File: src/rtl/mul_operand_sequencer.sv
// Front end for the repeated-addition multiplier core: accepts an operand
// pair, starts the core, steers A then B onto its data bus, waits for done
// under a watchdog, returns the product and clears the core afterwards.
// Zero operands are answered directly without starting the core.
module mul_operand_sequencer #(
    parameter int unsigned W           = 16,
    parameter int unsigned PW          = 16,
    parameter int unsigned TIMEOUT_CYC = 1024
) (
    input  logic          clk,
    input  logic          rst,
    input  logic          in_valid,
    output logic          in_ready,
    input  logic [W-1:0]  in_a,
    input  logic [W-1:0]  in_b,
    output logic          mul_start,
    output logic          mul_clr,
    input  logic          mul_ld_a,
    input  logic          mul_ld_b,
    input  logic          mul_done,
    input  logic [PW-1:0] mul_product,
    output logic [W-1:0]  mul_data,
    output logic          out_valid,
    input  logic          out_ready,
    output logic [PW-1:0] out_product,
    output logic          out_bypass,
    output logic          out_err,
    output logic          busy
);

    localparam int unsigned CW = (TIMEOUT_CYC > 2) ? $clog2(TIMEOUT_CYC) : 1;

    typedef enum logic [2:0] {
        S_IDLE  = 3'd0,
        S_START = 3'd1,
        S_WAIT  = 3'd2,
        S_OUT   = 3'd3,
        S_CLR   = 3'd4
    } state_t;

    state_t         state_q, state_d;
    logic [W-1:0]   a_q, b_q;
    logic [PW-1:0]  res_q;
    logic           byp_q, err_q;
    logic [CW-1:0]  cnt_q;

    logic load_ops, set_bypass, cap_done, set_timeout, clr_flags;
    logic cnt_clr, cnt_inc;

    // State register
    always_ff @(posedge clk or posedge rst) begin
        if (rst) begin
            state_q <= S_IDLE;
        end else begin
            state_q <= state_d;
        end
    end

    // Next-state, datapath strobes and state-decoded outputs
    always_comb begin
        state_d     = state_q;
        load_ops    = 1'b0;
        set_bypass  = 1'b0;
        cap_done    = 1'b0;
        set_timeout = 1'b0;
        clr_flags   = 1'b0;
        cnt_clr     = 1'b0;
        cnt_inc     = 1'b0;
        in_ready    = 1'b0;
        mul_start   = 1'b0;
        mul_clr     = rst;
        out_valid   = 1'b0;
        busy        = (state_q != S_IDLE);

        unique case (state_q)
            S_IDLE: begin
                in_ready = ~rst;
                if (in_valid) begin
                    load_ops = 1'b1;
                    if ((in_a == '0) || (in_b == '0)) begin
                        set_bypass = 1'b1;
                        state_d    = S_OUT;
                    end else begin
                        state_d = S_START;
                    end
                end
            end
            S_START: begin
                mul_start = 1'b1;
                cnt_clr   = 1'b1;
                state_d   = S_WAIT;
            end
            S_WAIT: begin
                // done takes priority over a coincident watchdog expiry
                if (mul_done) begin
                    cap_done = 1'b1;
                    state_d  = S_OUT;
                end else if (cnt_q == CW'(TIMEOUT_CYC - 1)) begin
                    set_timeout = 1'b1;
                    state_d     = S_OUT;
                end else begin
                    cnt_inc = 1'b1;
                end
            end
            S_OUT: begin
                out_valid = 1'b1;
                if (out_ready) begin
                    clr_flags = 1'b1;
                    state_d   = byp_q ? S_IDLE : S_CLR;
                end
            end
            S_CLR: begin
                mul_clr = 1'b1;
                state_d = S_IDLE;
            end
            default: begin
                state_d = S_IDLE;
            end
        endcase
    end

    // Operand, result, flag and watchdog registers
    always_ff @(posedge clk or posedge rst) begin
        if (rst) begin
            a_q   <= '0;
            b_q   <= '0;
            res_q <= '0;
            byp_q <= 1'b0;
            err_q <= 1'b0;
            cnt_q <= '0;
        end else begin
            if (load_ops) begin
                a_q <= in_a;
                b_q <= in_b;
            end
            if (set_bypass) begin
                res_q <= '0;
                byp_q <= 1'b1;
                err_q <= 1'b0;
            end
            if (cap_done) begin
                res_q <= mul_product;
            end
            if (set_timeout) begin
                res_q <= '0;
                err_q <= 1'b1;
            end
            if (clr_flags) begin
                res_q <= '0;
                byp_q <= 1'b0;
                err_q <= 1'b0;
            end
            if (cnt_clr) begin
                cnt_q <= '0;
            end else if (cnt_inc) begin
                cnt_q <= cnt_q + CW'(1);
            end
        end
    end

    // Shared core data bus; A wins if both strobes are high
    always_comb begin
        mul_data = '0;
        if (mul_ld_a) begin
            mul_data = a_q;
        end else if (mul_ld_b) begin
            mul_data = b_q;
        end
    end

    assign out_product = res_q;
    assign out_bypass  = byp_q;
    assign out_err     = err_q;

endmodule

File: config.mk
export PLATFORM = sky130hd
export DESIGN_NAME = mul_operand_sequencer
export DESIGN_NICKNAME = d
export VERILOG_FILES = /design/src/rtl/mul_operand_sequencer.sv
export SDC_FILE = /design/constraint.sdc
export NUM_CORES = 1
export LEC_CHECK = 0
export CAP_MARGIN = 20
export CORE_MARGIN = 3
export CORE_UTILIZATION = 47
export CTS_CLUSTER_SIZE = 28
export DETAILED_ROUTE_END_ITERATION = 12
export PLACE_DENSITY_LB_ADDON = 0.3
export SETUP_SLACK_MARGIN = 0.15
export SLEW_MARGIN = 10
export SYNTH_ARGS = -nofsm -noshare
export SYNTH_HDL_FRONTEND = slang
export SYNTH_SLANG_ARGS = --single-unit
export TNS_END_PERCENT = 5
File: constraint.sdc
create_clock -name clk -period 2.54 [get_ports clk]
set_input_delay 0.508 -clock clk [delete_from_list [all_inputs] [get_ports clk]]
set_output_delay 0.508 -clock clk [all_outputs]
set_load 0.01 [all_outputs]
==> notes.md <==
Synthesis and place-and-route results.

- In this run the power density over the cells is between 900 and 1000 nW/um^2.
- The main logic family after synthesis is simple AND/OR/NAND/NOR gates.
- The launch point of the worst register-to-register path is recorded as state_q[0].
- The TritonCTS sink count is 63.
- The number of cells on the worst hold path is listed as 1.
- The combinational group share of total power is a little under two fifths.
- The placement stage leaves a total instance area of about 4100 sq um.
- Once synthesis finished, the tally of register bits stood at 63.
- Looking at the critical path, the highest net fanout was 10.
- The arithmetic-cell share of the synthesized area counting full adders, half adders and majority gates is less than 1%.
- Ranked by total cell area, the synthesized netlist is headed by dfrtp_1, mux2_2, nand2_1, o21ai_0, nand3_2.
- The class occupying the most area after layout is reported as sequential cells.
- The critical path buffer and inverter count is 2.
- STA puts the critical path data required time at 2030 ps.
- The average instance area after synthesis is 10.83 sq um.
- The sum of net half-perimeters after detailed placement is ~5 mm.
- The post-synthesis async set-or-reset flop share is 100.0%.
- The yosys synthesis chip area is between 3000 and 4000 sq um.
- The core region is roughly 6100 sq um.
- The run finished with clean final reports.
- The total overflow left after global routing is 0.
-- metrics by stage --
step | setup WS (ps) | total power (W) | setup TNS (ps) | utilization (%)
finish | 74.55 | 0.004320 | 0 | 71.61
global route | -8.117 | 0.004595 | -8.281 | 71.61
CTS | 20.29 | 0.004370 | 0 | 70.81
detailed placement | -52.44 | 0.003385 | -52.44 | 67.11
global placement | -5.014 | 0.003328 | -5.014 | 67.11
floorplan | 328.1 | 0.002615 | 0 | -
-- layout by cell type (no fill, tap or decap), drive strengths merged, types with 7 or more instances in the layout --
cell type / n
nand2: 42
dfrtp: 63
o21ai: 30
a21oi: 10
clkdlybuf4s50: 77
nand3: 24
dlymetal6s2s: 15
buf: 11
mux2: 32
nor2: 9
nor4: 8
clkbuf: 13
a22o: 7
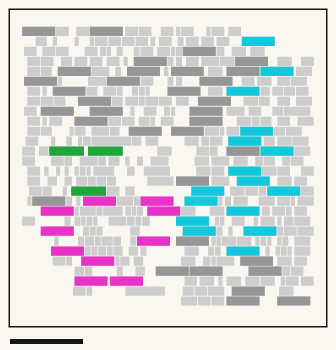
Fig. 1. Register map, names as in the netlist.
Scale bar: 20 um. Other sequential cells in the stronger gray, the rest of the logic in the fainter gray.
- state_q: green (placed flops 3)
- a_q: cyan (placed flops 16)
- cnt_q: magenta (placed flops 10)
- not colored: 34
Register Area: 1580 sq um
flip-flop and latch power: 0.00170 W
utilization after layout: 71.61%
sequential fraction of total cell area: 36.41%

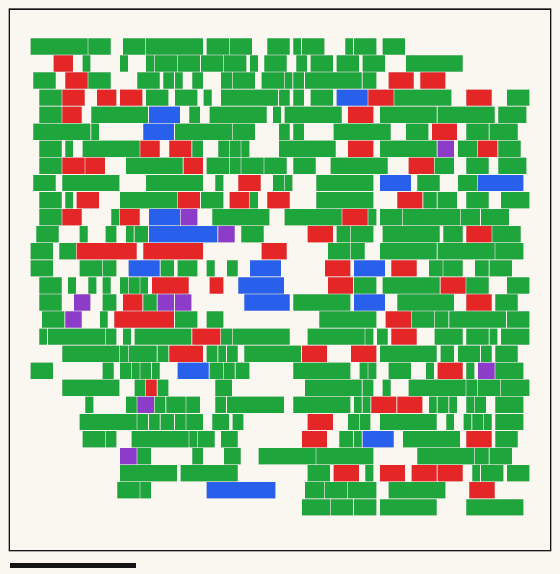
Fig. 2. Cells by drive strength.
Scale bar: 20 um.
- _3 and _4 cells: purple (cells 10; share 2.6%; most used buf_4)
- _0 and _1 cells: green (cells 295; share 77%; most used clkdlybuf4s50_1)
- _6 and larger: blue (cells 16; share 4.2%; most used clkbuf_8)
- _2 cells: red (cells 61; share 16%; most used mux2_2)
worst path setup slack after routing: 74.55 ps
relative area change from synthesis to final layout: 44.12%
final std cell area, no fill: 4340 sq um
Buffers, non-clock: 104

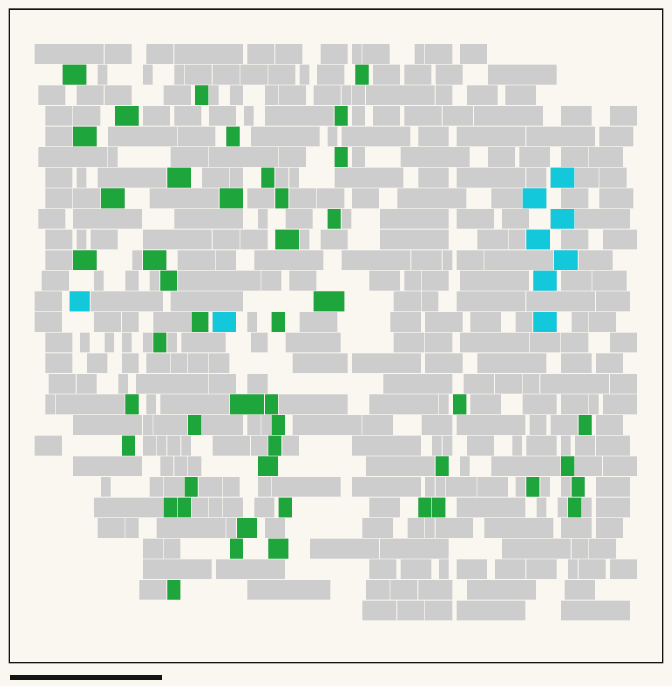
Fig. 3. Selected gate families.
Scale bar: 20 um.
- aoi and oai cells: green (cells 47)
- non-inverting ao/oa cells: cyan (cells 9)
combinational share of cell area: 30.70%
leading cell type in the layout, fill and taps excluded: clkdlybuf4s50_1

No activity file was given, so power comes from the tool's default toggle rates.
